Fig. 1: run 1, routed clock nets over the placement
Scale bar: 20 um.
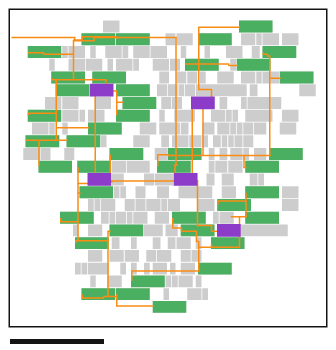
Fig. 2: run 1, selected gate families
Scale bar: 20 um.
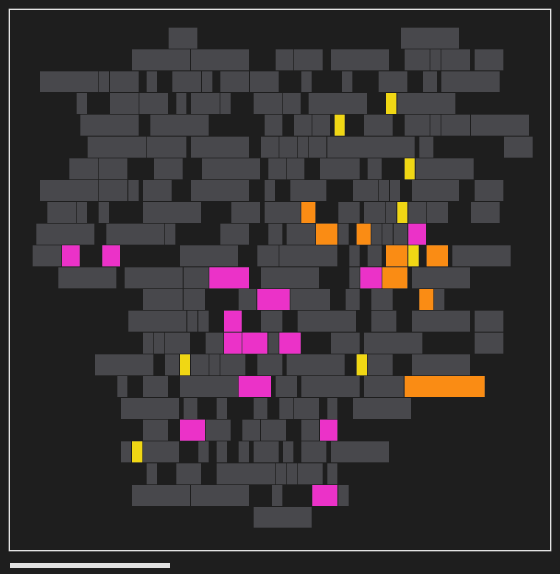
Fig. 3: run 1, clock nets
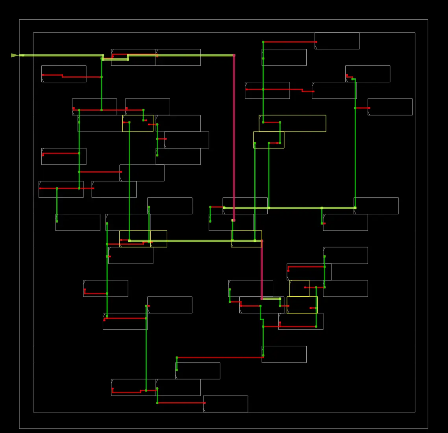
Fig. 4: run 1, supply network
Pins as bars on the die edge. Tap cells in grey.
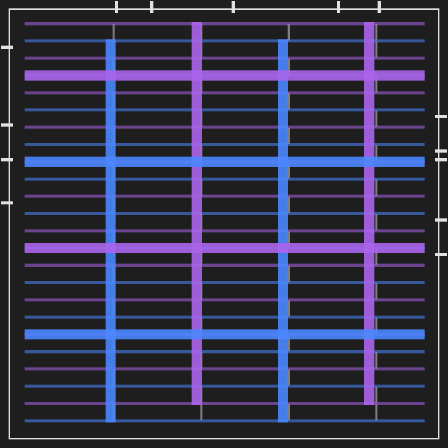
## config.mk

```make
export PLATFORM = sky130hd
export DESIGN_NAME = uart_rx_ctrl
export DESIGN_NICKNAME = d
export VERILOG_FILES = /design/src/rtl/uart_rx_ctrl.sv
export SDC_FILE = /design/constraint.sdc
export NUM_CORES = 1
export LEC_CHECK = 0
export CORE_MARGIN = 2
export CORE_UTILIZATION = 45
export CTS_CLUSTER_SIZE = 40
export DETAILED_ROUTE_END_ITERATION = 12
export HOLD_SLACK_MARGIN = 0.15
export PLACE_DENSITY = 0.67
export SLEW_MARGIN = 10
export SYNTH_ARGS = -nofsm -noshare
export SYNTH_HDL_FRONTEND = slang
export SYNTH_SLANG_ARGS = --single-unit
```

## constraint.sdc

```tcl
create_clock -name CLK -period 2.6 [get_ports CLK]
set_clock_uncertainty 0.2 [all_clocks]
set_input_delay 0.65 -clock CLK [delete_from_list [all_inputs] [get_ports CLK]]
set_output_delay 0.65 -clock CLK [all_outputs]
set_load 0.005 [all_outputs]
```

## src/rtl/uart_rx_ctrl.sv

```systemverilog
// uart_rx_ctrl: 8N1 UART receiver, LSB first, idle-high line.
//
// The async line is synchronised through two flops. A falling edge is confirmed
// low at mid-start-bit, then 8 data bits are sampled one bit period apart,
// followed by the stop bit. A good frame updates DATA and pulses DATA_VALID for
// one cycle. A low stop bit pulses FRAME_ERR and leaves DATA unchanged. The
// receiver then waits for the line to go high again before looking for the
// next start bit.
//
// Ports:
//   CLK         system clock, rising edge
//   RST         synchronous active-high reset
//   UART_RX     asynchronous serial input, idle high
//   DATA        last correctly framed byte
//   DATA_VALID  one-cycle pulse when DATA updates
//   FRAME_ERR   one-cycle pulse when the stop bit is sampled low
//   BUSY        registered, high while the receiver is not idle
module uart_rx_ctrl #(
  parameter int unsigned BIT_TMR_MAX = 10415,
  parameter int unsigned HALF_TMR    = BIT_TMR_MAX / 2
) (
  input  logic       CLK,
  input  logic       RST,
  input  logic       UART_RX,
  output logic [7:0] DATA,
  output logic       DATA_VALID,
  output logic       FRAME_ERR,
  output logic       BUSY
);

  localparam logic [13:0] TmrMax  = 14'(BIT_TMR_MAX);
  localparam logic [13:0] TmrHalf = 14'(HALF_TMR);

  typedef enum logic [2:0] {
    StIdle,
    StStart,
    StData,
    StStop,
    StWaitHigh
  } state_e;

  state_e      state;
  logic        rxMeta;
  logic        rxLine;
  logic [13:0] timer;
  logic [2:0]  bitIdx;
  logic [7:0]  shiftReg;

  always_ff @(posedge CLK) begin
    if (RST) begin
      state      <= StIdle;
      rxMeta     <= 1'b1;
      rxLine     <= 1'b1;
      timer      <= '0;
      bitIdx     <= '0;
      shiftReg   <= '0;
      DATA       <= '0;
      DATA_VALID <= 1'b0;
      FRAME_ERR  <= 1'b0;
      BUSY       <= 1'b0;
    end else begin
      rxMeta     <= UART_RX;
      rxLine     <= rxMeta;
      DATA_VALID <= 1'b0;
      FRAME_ERR  <= 1'b0;
      // Lags the state register by one cycle.
      BUSY       <= (state != StIdle);

      unique case (state)
        StIdle: begin
          timer <= '0;
          if (!rxLine) begin
            state <= StStart;
          end
        end

        StStart: begin
          if (timer == TmrHalf) begin
            timer <= '0;
            if (!rxLine) begin
              state  <= StData;
              bitIdx <= '0;
            end else begin
              // Line went back high before mid-bit: treat as a glitch.
              state <= StIdle;
            end
          end else begin
            timer <= timer + 14'd1;
          end
        end

        StData: begin
          if (timer == TmrMax) begin
            timer            <= '0;
            shiftReg[bitIdx] <= rxLine;
            bitIdx           <= bitIdx + 3'd1;
            if (bitIdx == 3'd7) begin
              state <= StStop;
            end
          end else begin
            timer <= timer + 14'd1;
          end
        end

        StStop: begin
          if (timer == TmrMax) begin
            timer <= '0;
            if (rxLine) begin
              DATA       <= shiftReg;
              DATA_VALID <= 1'b1;
              // Leaving at mid-stop-bit lets a back-to-back start bit be seen.
              state      <= StIdle;
            end else begin
              FRAME_ERR <= 1'b1;
              state     <= StWaitHigh;
            end
          end else begin
            timer <= timer + 14'd1;
          end
        end

        StWaitHigh: begin
          // A break or stuck-low line must not retrigger frames.
          timer <= '0;
          if (rxLine) begin
            state <= StIdle;
          end
        end

        default: begin
          state <= StIdle;
          timer <= '0;
        end
      endcase
    end
  end

endmodule
```

==> qor.yml, run 1 <==
global_routing:
  overflow: 0
  grt_max_degree: 28
timing:
  max_freq_mhz: 391
  slew_violations: 0
  slew_headroom_pct: 58.3
  final.setup.tns_ns: 0
  setup_ws_ns: 0.0415
  worstMarginPinSlew_ns: 0.620
final_layout:
  flops: 41
  final_layout_top_logic_cells: "dfxtp_1, nor2_1, mux2i_1, clkdlybuf4s50_1, nand4_1"
  nNetsFinal: 217
  drive_above_1_share_pct: 11.8
  largest_reg_flops: 14
  inverters: 8
  area_growth_pct: 18.6
  buffers: 19
  diodes: 0
  clkCellAreaFrac_pct: 5.36
  regMostFlops: "timer"
cts:
  path_clk_slew_ns: 0.08
  cts_root_buffer: "clkbuf_8"
  cts_hold_buf: 0
power:
  power.leakage_nw: 0.762
  p_switching_mw: 0.246
  power.group.top: "registers"
detailed_routing:
  top_layer_used: "met4"
  wl_met1_um: 1590
  routedWlPerCell_um: 13.1
  firstDrtPassIters: 4
critical_path:
  cp_num_buf_inv: 1
  path_max_fanout: 14
  end_kind: "flip-flop"
  max_stage_delay_ns: 0.61
  r2r-start: "timer[4]"
hold_path:
  hold_start: "rxMeta"
  whs_path_depth: 1
placed_design:
  placedCellCount: 253
  dp_slack_ns: 0.0463
synth:
  synth-main-ff-cell: "dfxtp_1"
  topCellsByArea: "dfxtp_1, mux2i_1, nor2_1"
  ys_cells: 194
  syn-cell-area_um2: 1810
floorplan:
  std_cell_rows: 23
  initial_core_util_pct: 45.9
run_status:
  run_status: "complete, no violations"
Back to the opening pictures, Fig. 1:
[clock wires] orange | length: 480 um
[clock drivers] purple | count: 5
[flip-flops] green | count: 41
routed clock nets: 6
flops lie: widely spread
clk_lat worst skew: 0.29 ns
clk pwr: 0.509 mW
clock share of power: 43.2%

Back to the opening pictures, Fig. 2:
[inv cells] yellow | cells: 8 | most used: inv_1
[and/or cells] magenta | cells: 14 | most used: or2_2
[aoi and oai cells] orange | cells: 8 | most used: a21oi_1
tally of non-filler cells in the final layout: 262
Commonest Layout Cell: dfxtp_1
combinational share of cell area: 42.8%

Back to the opening pictures, Fig. 3:
clock sinks: 41
# clk buffers: 5
CTS Buf Count: 5

Back to the opening pictures, Fig. 4:
[VSS] blue
[VDD] purple
rows: 23
met5 straps: 4
met4 straps: 4
tap cells: 50
met1 rails: 24
Die Y-Extent: 67.4 um
Die X-Extent: 67.4 um
VDD IR-drop max: 0.395 mV
Core ar.: 3940 um2

## Run 2: what changed since run 1
Settings changed: REMOVE_ABC_BUFFERS from default to 1.
Fig. 5: run 2, routed clock nets over the placement
Scale bar: 20 um.
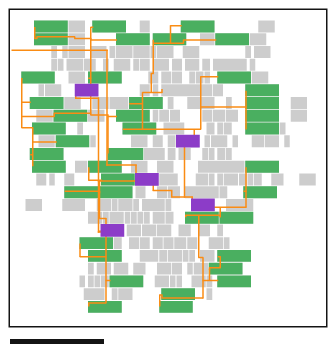
[clock wires] orange | length: 452 um
[flip-flops] green | count: 41
[clock drivers] purple | count: 5
routed clock nets: 6
clock share of power: 43.3%
clk pwr: 0.511 mW

Fig. 6: run 2, clock nets
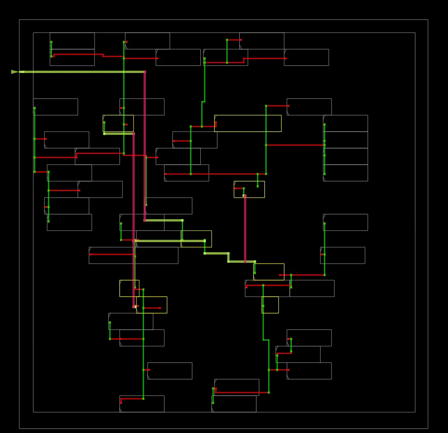
Seq Cell Count: 41

Fig. 7: run 2, supply network
Pins as bars on the die edge. Tap cells in grey.
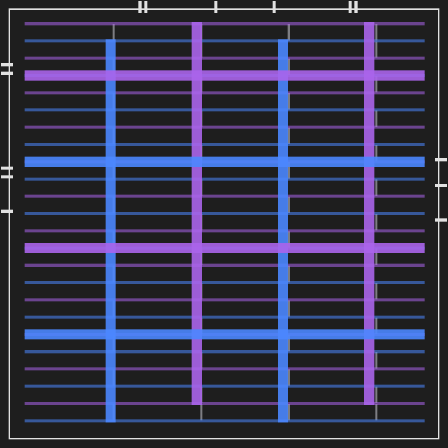
[VDD] purple
[VSS] blue
signal pins: 14
met5 straps: 4
rows: 23
met4 straps: 4
tap cells: 50
VDD IR-drop max: 0.403 mV

==> qor.yml, run 2 <==
run_status:
  run_status: "complete, no violations"
critical_path:
  max_stage_delay_ns: 0.63  # +0.02 ns
  r2r-start: "timer[4]"
hold_path:
  whs_path_depth: 1  # unchanged
cts:
  cts_root_buffer: "clkbuf_8"
  path_clk_slew_ns: 0.08  # about the same
  cts_sinks: 41  # unchanged
timing:
  setup_ws_ns: 0.0797  # +0.0383 ns
final_layout:
  largest_reg_flops: 14  # unchanged
  layout_top_cell: "dfxtp_1"
  regMostFlops: "timer"
  fin_cells: 264  # +0.76%
  inverters: 8  # unchanged
  clkCellAreaFrac_pct: 5.28  # -0.077 points
  clockBufferCount: 5  # unchanged
detailed_routing:
  top_layer_used: "met4"
  wl_met1_um: 1700  # +6.5%
placed_design:
  dp_slack_ns: 0.0728  # +0.0264 ns
  placedCellCount: 256  # +1.2%
global_routing:
  overflow: 0  # unchanged
floorplan:
  std_cell_rows: 23  # unchanged
  die_h_um: 67.4  # unchanged
synth:
  syn-cell-area_um2: 1810  # unchanged
## Run 3: what changed since run 2
Settings changed: CAP_MARGIN from default to 15, GPL_TIMING_DRIVEN from default to 0.
Fig. 8: run 3, supply network
Pins as bars on the die edge. Tap cells in grey.
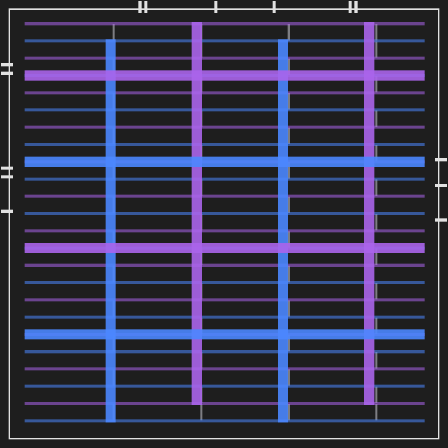
[VDD] purple
[VSS] blue
signal pins: 14
met4 straps: 4
tap cells: 50
met1 rails: 24
VDD IR-drop max: 0.326 mV

Fig. 9: run 3, routed clock nets over the placement
Scale bar: 20 um.
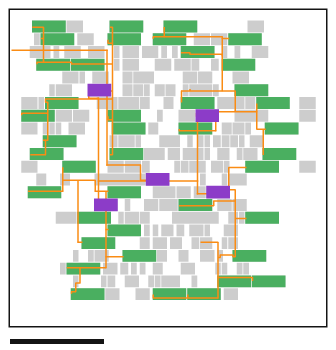
[clock wires] orange | length: 478 um
[clock drivers] purple | count: 5
[flip-flops] green | count: 41
flops lie: widely spread
routed clock nets: 6
clock share of power: 44.5%
clk pwr: 0.534 mW

Fig. 10: run 3, placed cells, one colour a class
Scale bar: 20 um.
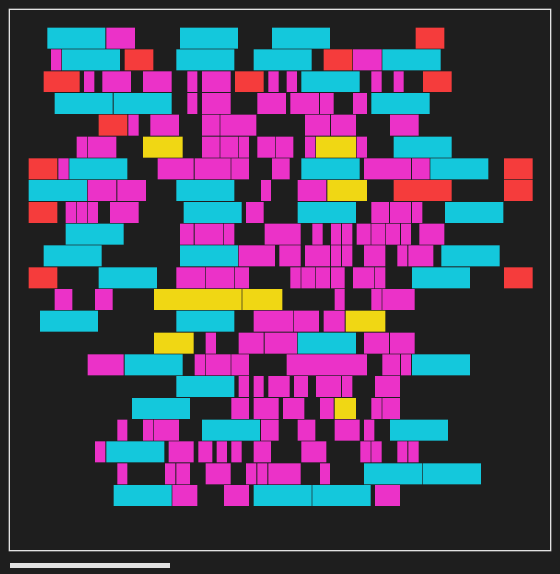
[remaining buffers and delay cells] red | cells: 14 | share of their area: 7.4%
[sequential cells] cyan | cells: 41 | share of their area: 40%
[combinational and other logic] magenta | cells: 144 | share of their area: 47%
[clock drivers and dummy loads] yellow | cells: 8 | share of their area: 5.8%

==> qor.yml, run 3 <==
timing:
  rsz0062_at_grt: "yes"
  slew_violations: 0
  setup_ws_ns: 0.0735  # -0.00622 ns
detailed_routing:
  wl_met1_um: 1600  # -5.4%
  top_layer_used: "met4"
critical_path:
  r2r-start: "timer[6]"
  worstPathRequired_ns: 2.58
  cp_common_cell: "or4_4"
  r2r_end: "timer[3]"
  max_stage_delay_ns: 0.63  # about the same
  cp-start-kind: "flip-flop"
  cp_num_cells: 5
final_layout:
  largest_reg_flops: 14  # unchanged
  inverters: 8  # unchanged
  flops: 41  # unchanged
  regMostFlops: "timer"
  fin_cells: 257  # -2.7%
  layout_top_cell: "dfxtp_1"
  postLayoutCellArea_um2: 2130
  clkCellAreaFrac_pct: 5.65  # +0.36 points
  comb_area_share_pct: 44.2
  clockBufferCount: 6  # +1
placed_design:
  dp_slack_ns: -0.360  # -0.433 ns
  placedCellCount: 248  # -3.1%
floorplan:
  die_h_um: 67.4  # unchanged
  std_cell_rows: 23  # unchanged
  core_um2: 3940
  taps: 50
global_routing:
  overflow: 0  # unchanged
synth:
  syn-cell-area_um2: 1810  # unchanged
  yosys.area_share.simple_pct: 26.5
  ys_cells: 194
power:
  p_per_area_nw_per_um2: 564
  power_mw: 1.20
hold_path:
  whs_path_depth: 1  # unchanged
run_status:
  run_status: "complete, no violations"
cts:
  path_clk_slew_ns: 0.08  # about the same
  cts_sinks: 41  # unchanged
  clk_path_buf_depth: 2
  cts_root_buffer: "clkbuf_8"
Power is estimated from default activity; no workload was simulated.
